`config.mk`:
```
export PLATFORM = sky130hd
export DESIGN_NAME = dark_mem_responder
export DESIGN_NICKNAME = d
export VERILOG_FILES = /design/src/rtl/dark_mem_responder.sv
export SDC_FILE = /design/constraint.sdc
export NUM_CORES = 1
export LEC_CHECK = 0
export CORE_ASPECT_RATIO = 1.5
export CORE_MARGIN = 2
export CORE_UTILIZATION = 53
export DETAILED_ROUTE_END_ITERATION = 6
export PLACE_DENSITY = 0.74
export SLEW_MARGIN = 20
export SYNTH_ARGS = -nofsm -noshare
export SYNTH_HDL_FRONTEND = slang
export SYNTH_SLANG_ARGS = --single-unit
```
`constraint.sdc`:
```
create_clock -name XCLK -period 2.7 [get_ports XCLK]
set_input_delay 0.27 -clock XCLK [delete_from_list [all_inputs] [get_ports XCLK]]
set_output_delay 0.27 -clock XCLK [all_outputs]
set_load 0.01 [all_outputs]
```
`src/rtl/dark_mem_responder.sv`:
```
// Memory-side responder for the darkreferee protocol: one request at a time, fixed latency, one-cycle MEM_VALID.
// Optional MEM_MMIO_LED_EN maps addr[31]==1 accesses to a 4-bit LED register instead of the array.
module dark_mem_responder #(
  parameter int ADDR_W  = 4,
  parameter int LATENCY = 15
) (
  input  logic        XCLK,
  input  logic        XRES,
  input  logic        REF_VALID,
  input  logic        REF_RD,
  input  logic        REF_WR,
  input  logic [31:0] REF_ADDR,
  input  logic [31:0] REF_DATA,
  input  logic [3:0]  REF_BE,
  output logic        MEM_READY,
  output logic        MEM_VALID,
  output logic [31:0] MEM_DATA,
  output logic [3:0]  LED
);

  localparam int         DEPTH = 2 ** ADDR_W;
  localparam logic [7:0] LAST  = 8'(LATENCY - 1);

  typedef enum logic [1:0] {
    IDLE,
    BUSY,
    RESP,
    RELEASE
  } state_t;

  state_t              state;
  state_t              state_nxt;
  logic [7:0]          cnt;
  logic                accept;
  logic                fire;

  logic                rd_q;
  logic                wr_q;
  logic                mmio_q;
  logic [ADDR_W-1:0]   idx_q;
  logic [31:0]         data_q;
  logic [3:0]          be_q;

  // Zero only at power-up; reset deliberately leaves the contents alone.
  logic [31:0]         mem [DEPTH] = '{default: 32'h0};

  logic                unused_addr_bits;
  assign unused_addr_bits = ^{REF_ADDR[30:ADDR_W+2], REF_ADDR[1:0]};

  assign accept = (state == IDLE) && REF_VALID && (REF_RD || REF_WR);
  assign fire   = (state == BUSY) && (cnt == LAST);

  always_ff @(posedge XCLK) begin
    if (XRES) begin
      state <= IDLE;
    end else begin
      state <= state_nxt;
    end
  end

  always_comb begin
    state_nxt = state;
    MEM_READY = 1'b0;
    MEM_VALID = 1'b0;
    unique case (state)
      IDLE: begin
        MEM_READY = 1'b1;
        if (accept) state_nxt = BUSY;
      end
      BUSY: begin
        if (fire) state_nxt = RESP;
      end
      RESP: begin
        MEM_VALID = 1'b1;
        state_nxt = RELEASE;
      end
      RELEASE: begin
        if (!REF_VALID) state_nxt = IDLE;
      end
      default: state_nxt = IDLE;
    endcase
  end

  always_ff @(posedge XCLK) begin
    if (XRES) begin
      cnt <= 8'd0;
    end else if (accept) begin
      cnt <= 8'd0;
    end else if (state == BUSY) begin
      cnt <= cnt + 8'd1;
    end
  end

  // Request fields are captured once so later REF_* changes cannot alter the access.
  always_ff @(posedge XCLK) begin
    if (XRES) begin
      rd_q   <= 1'b0;
      wr_q   <= 1'b0;
      mmio_q <= 1'b0;
      idx_q  <= '0;
      data_q <= 32'h0;
      be_q   <= 4'h0;
    end else if (accept) begin
      rd_q   <= REF_RD;
      wr_q   <= REF_WR;
      mmio_q <= REF_ADDR[31];
      idx_q  <= REF_ADDR[ADDR_W+1:2];
      data_q <= REF_DATA;
      be_q   <= REF_BE;
    end
  end

  always_ff @(posedge XCLK) begin
    if (!XRES && fire && wr_q && !mmio_q) begin
      for (int n = 0; n < 4; n++) begin
        if (be_q[n]) mem[idx_q][8*n +: 8] <= data_q[8*n +: 8];
      end
    end
  end

`ifdef MEM_MMIO_LED_EN
  logic [3:0] led_reg;

  always_ff @(posedge XCLK) begin
    if (XRES) begin
      led_reg <= 4'h0;
    end else if (fire && wr_q && mmio_q && be_q[0]) begin
      led_reg <= data_q[3:0];
    end
  end

  // Non-blocking read returns the pre-write word when rd and wr are both set.
  always_ff @(posedge XCLK) begin
    if (XRES) begin
      MEM_DATA <= 32'h0;
    end else if (fire && rd_q) begin
      MEM_DATA <= mmio_q ? {28'h0, led_reg} : mem[idx_q];
    end
  end

  assign LED = led_reg;
`else
  always_ff @(posedge XCLK) begin
    if (XRES) begin
      MEM_DATA <= 32'h0;
    end else if (fire && rd_q) begin
      MEM_DATA <= mem[idx_q];
    end
  end

  assign LED = mem[0][3:0];
`endif

endmodule

```
Run 1, cell density map:
Bar = 50 um. 17 x 26 tiles, from black (low) to pale yellow (high), 0 to 100% covered.
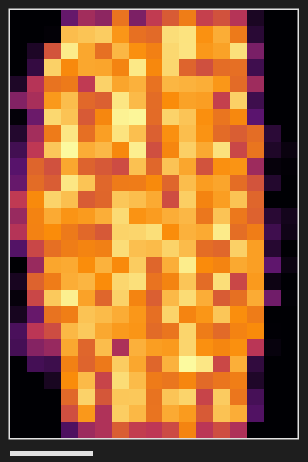
fullest tile: 99%
mean over tiles: 58%
nearly empty tiles: 14%
Core ar.: 42,800 um2
Core Util, Final: 62.3%

Run 1, signal metal coverage by tile:
Bar = 50 um. 17 x 26 tiles, from black (low) to pale yellow (high), scaled to the fullest tile. Values are wire area over tile area, all layers added.
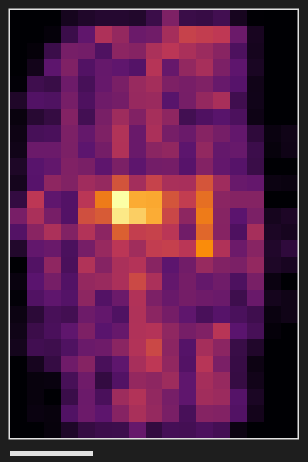
mean over tiles: 0.17
fullest tile: 0.66
nearly empty tiles: 13%
tiles over half the peak: 6.8%
densest ninth of the die: center
gr usage total: 21.5%
routed len/inst: 23.9 um
Vias: 11,600

Run 1, congestion heat map:
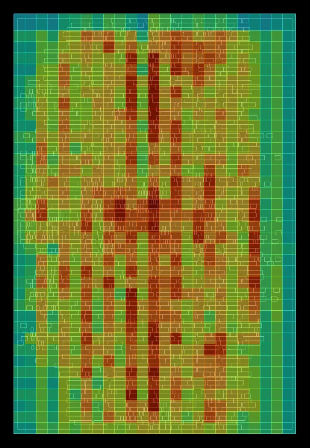
GRT Max-Usage Layer: met2
GR Util met2: 38.8%
Global Route met1 Usage: 25.6%
GR Util met3: 3.99%

==> job_summary.md, run 1 <==
### Yosys + OpenROAD results

| Metric | Value |
|---|---|
| Setup TNS | `0 ps` |
| I/O Buffers | `83` |
| Mux area share | `15.4%` |
| Avg Cell Area, Syn | `18.7 um2` |
| Slew @ Worst Pin | `668 ps` |
| Fraction of registers with async set/reset | `0%` |
| Area added between synthesis and finish | `16.4%` |
| Nets | `1,459` |
| Seq pwr share | `52.8%` |
| TritonCTS clock tree | `done` |
| Pre-CTS setup slack | `295 ps` |
| Combinational share of power | `9.9%` |
| Crit path capture | `mem[6][29]` |
| Log Warnings | `58` |
| Dominant kind of combinational cell | `multiplexers` |
| # IOs | `111` |
| RSZ-0062 raised after global routing | `false` |
| Chip area line of the yosys report | `22,900 um2` |
| Reg2reg setup slack | `290 ps` |
| Number of flops mapped to enable cells by yosys | `512` |
| Yosys adder share | `0.383%` |
| Startpoint types | `flop` |
| Fillers | `2,970` |
| Fin area | `26,700 um2` |
| Final hold violations | `0` |
| Worst hold margin | `198 ps` |
| Row count | `93` |
| Total CTS buffers | `51` |
| Leakage | `8.59 nW` |
| Pin count of the biggest net entering global routing | `76` |
| Clk sink count | `597` |
| Area of placed instances | `24,900 um2` |
| FF+latch count, synth | `597` |
| Syn. warnings | `0` |
| Dominant cell area share | `67.1%` |
| Status | `completed` |
| Core Util at FP | `53.5%` |
| Hold path startpoint | `XRES` |
| Crit path time final | `2410 ps` |
| Non-Filler Instances | `1,991` |
| Psw | `4.60 mW` |
| Endpoint type of the worst setup path | `flop` |
## run 1: sequential cells by signal, indices dropped and copies added, names as in the netlist
| name | count |
|---|---|
| mmio_q | 1 |
| state | 2 |
| cnt | 8 |
| wr_q | 1 |
| be_q | 4 |
| data_q | 32 |
| rd_q | 1 |
| MEM_DATA | 32 |
| mem | 512 |
| idx_q | 4 |
## run 1: cell type report
cell class	instances	area [um2]	area share [%]
clock buffers	73	1480	5.56
clock inverters	22	292	1.09
inverters	4	15.0	0.0563
multi-input cells	548	5420	20.3
flip-flops and latches	597	17100	64.1
well taps	570	713	2.67
repair buffers	177	1660	6.21
## run 1: worst max-delay path, stage by stage (launching register included)
cell and delay [ps]:
dfxtp_1 410, ha_1 190, or4b_4 490, nor3_4 170, buf_4 230, nand2_4 150, nor3_1 230, buf_4 230
## run 1: placed cells by master, fill, tap and decap left out, types with 12 or more instances in the layout
cell             count
edfxtp_1           512
mux4_2             124
nand2_1            101
nor2_1              89
buf_4               84
dfxtp_1             82
clkdlybuf4s50_1     82
clkbuf_16           53
a21oi_1             45
mux2i_1             39
mux2_2              31
a221o_1             18
o21ai_1             16
a22oi_1             14
clkbuf_1            12
## run 1: power groups by stage
stage          clock, mW  combinational (mW)  sequential (mW)
2_1_floorplan          0                1.50             10.8
3_3_place_gp           0                1.98             11.0
3_5_place_dp           0                2.03             11.0
4_1_cts             7.73                2.04             10.8
5_1_grt             8.06                2.17             10.9
6_report            7.63                2.02             10.8
## run 1: layer usage
| metal | up-vias | share of wire, % |
|---|---|---|
| met2 | 394 | 53 |
| met5 | - | 0.027 |
| met1 | 5996 | 37 |
| met3 | 107 | 6.1 |
| met4 | 2 | 3.9 |
| li1 | 5143 | - |
==> run 2: changes to the inputs <==
--- a/config.mk
+++ b/config.mk
@@ -6,7 +6,7 @@
 export NUM_CORES = 1
 export LEC_CHECK = 0
 export CORE_ASPECT_RATIO = 1.5
-export CORE_MARGIN = 2
+export CORE_MARGIN = 3
 export CORE_UTILIZATION = 53
 export DETAILED_ROUTE_END_ITERATION = 6
 export PLACE_DENSITY = 0.74
Run 2, met2 routing:
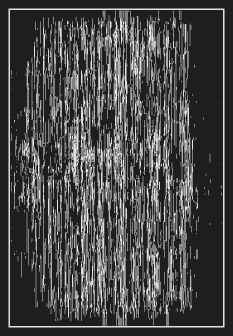
nets with wire on the layer: 1,243
longest straight run: 87.0 um
share of all routed wire: 53%
Total Routed Length: 47.5 mm
Vias: 11,600

==> run 2 against run 1 <==
Effect of this change: synthesized cell count is the same; largest power group unchanged; highest routed layer is now met4; utilization grew 0.58 points; total power shrank 0.62%; sequential cell count is the same; final cell count shrank 0.30%; sequential power is essentially flat; critical path depth is the same; via count shrank 0.30%.
==> job_summary.md, run 2 <==
### Yosys + OpenROAD results

| Metric | Value |
|---|---|
| Dominant kind of combinational cell | `multiplexers` |
| Dominant logic cell type in the layout | `edfxtp_1` |
| Clk sink count | `597 (unchanged)` |
| Total CTS buffers | `51 (unchanged)` |
| Setup TNS | `0 ps (unchanged)` |
| Row count | `92 (-1.1%)` |
| Slew @ Worst Pin | `689 ps (+21.5 ps)` |
| Setup bufs post-CTS | `0` |
| Core ar. | `42,400 um2 (-1.1%)` |
| Hold path startpoint | `REF_DATA[16]` |
| Largest regs | `mem: 512 flops, MEM_DATA: 32 flops, data_q: 32 flops` |
| Clk_lat worst skew | `580 ps` |
| First-pass GRT wire length | `73.5 mm` |
| Crit path capture | `mem[6][10]` |
| # IOs | `111 (unchanged)` |
| Crit path time final | `2450 ps (+44.6 ps)` |
| Avg Cell Area, Syn | `18.7 um2 (unchanged)` |
| Log Warnings | `58 (unchanged)` |
| Dominant cell area share | `67.1% (unchanged)` |
| Fraction of layout cells with a size suffix above 1 | `24.3%` |
| FF+latch count, synth | `597 (unchanged)` |
| Startpoint types | `flop` |
| Endpoint type of the worst setup path | `flop` |
| PostCTS Resize Cnt | `0` |
| Nets | `1,460 (+0.069%)` |
| Synth Area in Compound Gates | `2.92%` |
| Final worst setup slack | `247 ps` |
| Core Util at FP | `54.1% (+0.58 points)` |
| Pre-CTS setup slack | `279 ps (-16.0 ps)` |
| 1st-iter DRT viols | `834` |
| Worst Setup SP | `cnt[1]` |
| Pin count of the biggest net entering global routing | `52 (-32%)` |
| H-tree levels | `2` |
| Synth Seq Share | `74.6%` |
| Final hold violations | `0 (unchanged)` |
| Fraction of registers with async set/reset | `0% (unchanged)` |
| Area added between synthesis and finish | `16.3%` |
| Synth Flop Type | `edfxtp_1` |
| Clock Tree Buf Depth | `3` |
| Status | `completed` |
| Die area | `45,800 um2` |
| ANT nets after route | `0` |
| Leakage | `8.58 nW (about the same)` |
| Worst-case reg-to-reg path depth | `7` |
| TritonCTS clock tree | `done` |
| Yosys adder share | `0.383% (unchanged)` |
| Top Layout Cells | `edfxtp_1 (512), mux4_2 (124), nand2_1 (101)` |
| Vias in the first global route | `12,200` |
| Final Cycle Share | `90.8%` |
| Hold WC Path Type | `input port to flop` |
| Cts hold-fix bufs | `0` |
| Number of flops mapped to enable cells by yosys | `512 (unchanged)` |
| Largest Register | `mem` |
| CTS root buffer | `clkbuf_16` |
| Arr. time, crit path | `2730 ps` |
| Synth top cell by count | `edfxtp_1` |
| Chip area line of the yosys report | `22,900 um2 (unchanged)` |
| I/O Buffers | `83 (unchanged)` |
| Top cells by area | `edfxtp_1 (67%), mux4_2 (12%), dfxtp_1 (7.4%)` |
| And+or+nand+nor area frac | `4.56%` |
| Worst hold margin | `241 ps (+42.7 ps)` |
| Slew HR | `54.0%` |
| Synthesized net count | `1,302` |
| DRC Markers | `0` |
| VDD IR max | `0.000419 V` |
| Kind of critical path | `flop to flop` |
| Syn. warnings | `0 (unchanged)` |
| RSZ-0062 raised after global routing | `false` |
| Flip-flop count of the largest register after layout | `512 (unchanged)` |
| Max-cap violations | `0` |
| Hold Crit Endpoint | `data_q[16]` |
| Mux area share | `15.4% (unchanged)` |
| Reg2reg setup slack | `250 ps (-40 ps)` |
| Pins over their slew limit | `0` |
| Worst R2R Start | `cnt[1]` |
| Crit path DRT | `2980 ps` |
| Yosys cell types | `46` |
Run 2, signal metal coverage by tile:
Bar = 50 um. 18 x 26 tiles, from black (low) to pale yellow (high), scaled to the fullest tile. Values are wire area over tile area, all layers added.
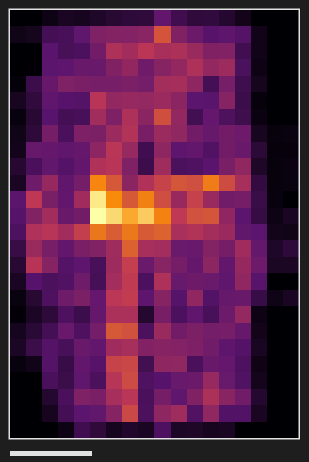
densest ninth of the die: center
tiles over half the peak: 8.5%
mean over tiles: 0.17
fullest tile: 0.64
gr usage total: 21.2%
routed len/inst: 23.9 um

## run 2: area by class of cell
| cell class | count | area [um2] |
|---|---|---|
| multi-input combinational | 548 | 5420 |
| clock buffer | 65 | 1440 |
| timing repair buffer | 178 | 1650 |
| tap | 564 | 706 |
| inverter | 4 | 15.0 |
| fill | 2950 | 15700 |
| sequential | 597 | 17100 |
| clock inverter | 29 | 302 |
## run 2: cell families after synthesis
logic type,Yosys count
AOI/OAI and AO/OA,104
xor gates and xnor gates,7
adders and majority gates,7
buffers and inverters,77
DFF,597
muxes,194
and+or+nand+nor,236
## run 2: stage by stage
| stage | power (mW) | area (um2) | instances | util, % |
|---|---|---|---|---|
| 5_1_grt | 21.0 | 26600 | 1985 | 62.8 |
| 3_3_place_gp | 12.9 | 24900 | 1891 | 58.7 |
| 4_1_cts | 20.5 | 26600 | 1985 | 62.8 |
| 6_report | 20.3 | 26600 | 1985 | 62.8 |
| 2_1_floorplan | 12.3 | 22900 | 1222 | - |
| 3_5_place_dp | 13.0 | 24900 | 1891 | 58.7 |
## run 2: worst max-delay path, stage by stage (launching register included)
cell     delay [ps]
dfxtp_1         400
ha_1            190
or4b_4          490
nor3_4          170
buf_4           220
nand2_4         140
nor3_1          300
buf_4           240
## run 2: routing by layer
layer	vias to the layer above	share of wire, %	wire length, um	track usage [%]
li1	5150	-	-	-
met1	5947	38	18000	26.8
met2	385	53	25000	37.0
met3	125	5.5	2610	3.32
met4	0	3.9	1830	8.45
met5	-	0	0	0
## run 2: power breakdown
| group | internal, mW | switching [mW] | total, mW |
|---|---|---|---|
| Clock | 4.35 | 3.16 | 7.51 |
| Combinational | 0.999 | 1.03 | 2.02 |
| Sequential | 10.4 | 0.430 | 10.8 |
==> run 3: changes to the inputs <==
--- a/config.mk
+++ b/config.mk
@@ -5,6 +5,7 @@
 export SDC_FILE = /design/constraint.sdc
 export NUM_CORES = 1
 export LEC_CHECK = 0
+export ABC_AREA = 1
 export CORE_ASPECT_RATIO = 1.5
 export CORE_MARGIN = 3
 export CORE_UTILIZATION = 53
Run 3, met2 routing:
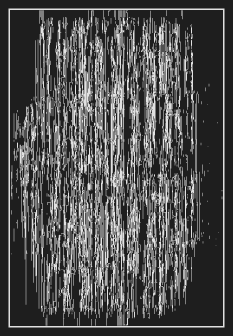
nets with wire on the layer: 1,885
wire length on this layer: 30.2 mm
Vias: 16,800
GR Util met2: 42.6%
Total Routed Length: 58.3 mm

==> run 3 against run 2 <==
Effect of this change: die area up 6.1%; design area up 5.0%; combinational power up 83%; wire length up 23%; fmax up 5.7%; synthesized cell count up 96%; critical endpoint is now mem[6][20]; largest power group unchanged; critical path type unchanged.
==> job_summary.md, run 3 <==
### Yosys + OpenROAD results

| Metric | Value |
|---|---|
| Status | `completed` |
| 1st-iter DRT viols | `1,519 (+82%)` |
| Reg clk slew, reported paths | `70 ps` |
| Gr usage total | `23.7% (+2.5 points)` |
| Crit path DRT | `2980 ps (about the same)` |
| Synth Seq Share | `70.2% (-4.4 points)` |
| CTS root buffer | `clkbuf_16` |
| Fin area | `27,900 um2 (+5.0%)` |
| Endpoint type of the worst setup path | `flop` |
| TritonCTS clock tree | `done` |
| Reg2reg setup slack | `380 ps (+130 ps)` |
| Dominant cell area share | `63.2% (-4.0 points)` |
| Worst R2R Start | `idx_q[1]` |
| Chip area line of the yosys report | `24,300 um2 (+6.3%)` |
| Crit path time final | `2320 ps (-132 ps)` |
| Number of flops mapped to enable cells by yosys | `512 (unchanged)` |
| Slew HR | `43.4% (-11 points)` |
| Cts hold-fix bufs | `0 (unchanged)` |
| Startpoint types | `flop` |
| Final Cycle Share | `85.9% (-4.9 points)` |
| FF+latch count, synth | `597 (unchanged)` |
| Synth top cell by count | `nand2_1` |
| Setup TNS | `0 ps (unchanged)` |
| Max-cap violations | `0 (unchanged)` |
| Pre-CTS setup slack | `425 ps (+146 ps)` |
| Flip-flop count of the largest register after layout | `512 (unchanged)` |
| # IOs | `111 (unchanged)` |
| Hold WC Path Type | `input port to flop` |
| Design Power | `23.2 mW (+14%)` |
| FF+latch area | `17,100 um2 (about the same)` |
| GP Congestion | `0.878` |
| Final worst setup slack | `380 ps (+132 ps)` |
| Hold path startpoint | `REF_DATA[1]` |
| Area of placed instances | `26,000 um2 (+4.7%)` |
| Critical Path, Cell by Cell | `inv_4 -> nor2_4 -> nand2_1 -> nor2_1 -> buf_4` |
| H-tree levels | `2 (unchanged)` |
| Leakage | `11.1 nW (+29%)` |
| Yosys cell types | `28 (-39%)` |
| Routed len/inst | `18.7 um (-22%)` |
| PostCTS Resize Cnt | `0 (unchanged)` |
| DRC Markers | `0 (unchanged)` |
| Log Warnings | `64 (+10%)` |
| Avg Cell Area, Syn | `10.2 um2 (-46%)` |
| Largest Register | `mem` |
| Top Layout Cells | `nand2_1 (1,255), edfxtp_1 (512), nor2_1 (214)` |
| Fillers | `3,455 (+17%)` |
| Largest incremental delay on the critical path | `570 ps (+80 ps)` |
| Fraction of layout cells with a size suffix above 1 | `7.95% (-16 points)` |
| Setup bufs post-CTS | `0 (unchanged)` |
| Pin count of the biggest net entering global routing | `168 (+220%)` |
| Dominant logic cell type in the layout | `nand2_1` |
| Die area | `48,600 um2 (+6.1%)` |
| Non-Filler Instances | `3,123 (+57%)` |
| VDD IR max | `0.000599 V (+43%)` |
| Largest regs | `mem: 512 flops, MEM_DATA: 32 flops, data_q: 32 flops` |
| Cell total after placement | `3,027 (+60%)` |
| Arr. time, crit path | `2600 ps (-130 ps)` |
| I/O Buffers | `83 (unchanged)` |
| Clk sink count | `597 (unchanged)` |
| Nets | `2,578 (+77%)` |
| Comb area | `6570 um2 (+21%)` |
| Slowest stage cell, crit path | `dfxtp_4` |
| First-pass GRT wire length | `89.7 mm (+22%)` |
| Final hold violations | `0 (unchanged)` |
| Clk_lat worst skew | `580 ps (about the same)` |
| Area added between synthesis and finish | `14.8%` |
| Syn. warnings | `0 (unchanged)` |
| Worst-case reg-to-reg path depth | `5 (-2)` |
| Vias in the first global route | `16,700 (+36%)` |
| ANT nets after route | `0 (unchanged)` |
| Synthesized net count | `2,474 (+90%)` |
| Clock Tree Buf Depth | `3 (unchanged)` |
| Slew @ Worst Pin | `849 ps (+160 ps)` |
| Die height | `268 um` |
| Synth Flop Type | `edfxtp_1` |
| Fraction of registers with async set/reset | `0% (unchanged)` |
| Total CTS buffers | `51 (unchanged)` |
| RSZ-0062 raised after global routing | `false` |
| Hold Crit Endpoint | `data_q[1]` |
| Core ar. | `45,000 um2 (+6.3%)` |
Run 3, cell density map:
Bar = 50 um. 18 x 27 tiles, from black (low) to pale yellow (high), 0 to 100% covered.
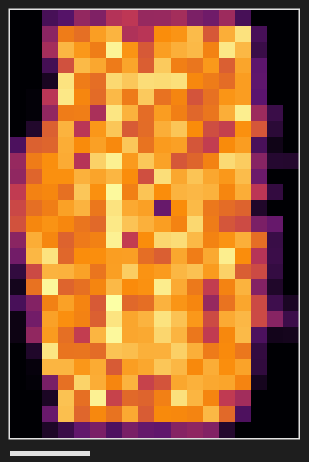
mean over tiles: 56%
fullest tile: 100%
tiles over 75% full: 38%
densest ninth of the die: center
nearly empty tiles: 14%
Core Util at FP: 54.0%
Core Util, Final: 62.0%

## run 3: kinds of logic (layout without fill, tap and decap cells)
kind of cell	after synthesis	count (layout)	synth area share, %
AND-OR/OR-AND	91	91	1.88
XOR/XNOR	2	2	0.0720
adder cells (fa/ha/maj)	7	7	0.360
buffers and inverters	145	291	2.94
flip-flops	597	597	70.2
other	0	1	0
AND/OR/NAND/NOR	1552	1552	24.6
## run 3: power by group
group	switching, mW	internal (mW)
Clock	3.28	4.73
Sequential	0.781	10.7
Combinational	2.65	1.05
Total	6.72	16.4
## run 3: how the worst max path moves through the flow
stage                            end  cells past startpoint     start  slack, ps
after CTS                 mem[6][21]                      5  idx_q[1]        390
after floorplan           mem[2][10]                      9    cnt[0]        700
after detailed placement  mem[6][23]                      5  idx_q[1]        430
after global placement    mem[6][21]                      5  idx_q[1]        440
after global routing      mem[6][20]                      5  idx_q[1]        310
final                     mem[6][20]                      5  idx_q[1]        380
## run 3: layout make-up
cell class / instances / area share [%]
antenna: 1 / 0.00896
tap: 582 / 2.61
sequential: 597 / 61.1
clock inverter: 28 / 1.23
clock buffer: 67 / 5.53
inverter: 22 / 0.322
timing repair buffer: 174 / 5.64
multi-input combinational: 1652 / 23.5
## run 3: routing by layer
metal	global-route usage (%)	up-vias	wire length, um
li1	-	7996	-
met1	28.8	7919	21800
met2	42.6	699	30200
met3	2.90	169	3640
met4	10.9	4	2650
met5	0	-	23
## run 3: critical path: cells and delay by family, from the launching register on
| kind | cells | cell delay, ps |
|---|---|---|
| DFF | 1 | 570 |
| and+or+nand+nor | 3 | 960 |
| buffers and inverters | 2 | 460 |
## run 3: per-stage QoR
step	utilization, %	hold WS [ps]
6_report	62.0	275
3_3_place_gp	57.8	459
5_1_grt	62.0	265
4_1_cts	62.0	255
3_5_place_dp	57.8	465
2_1_floorplan	-	339
Power figures rest on the tool's default switching activity, not on a simulated workload.
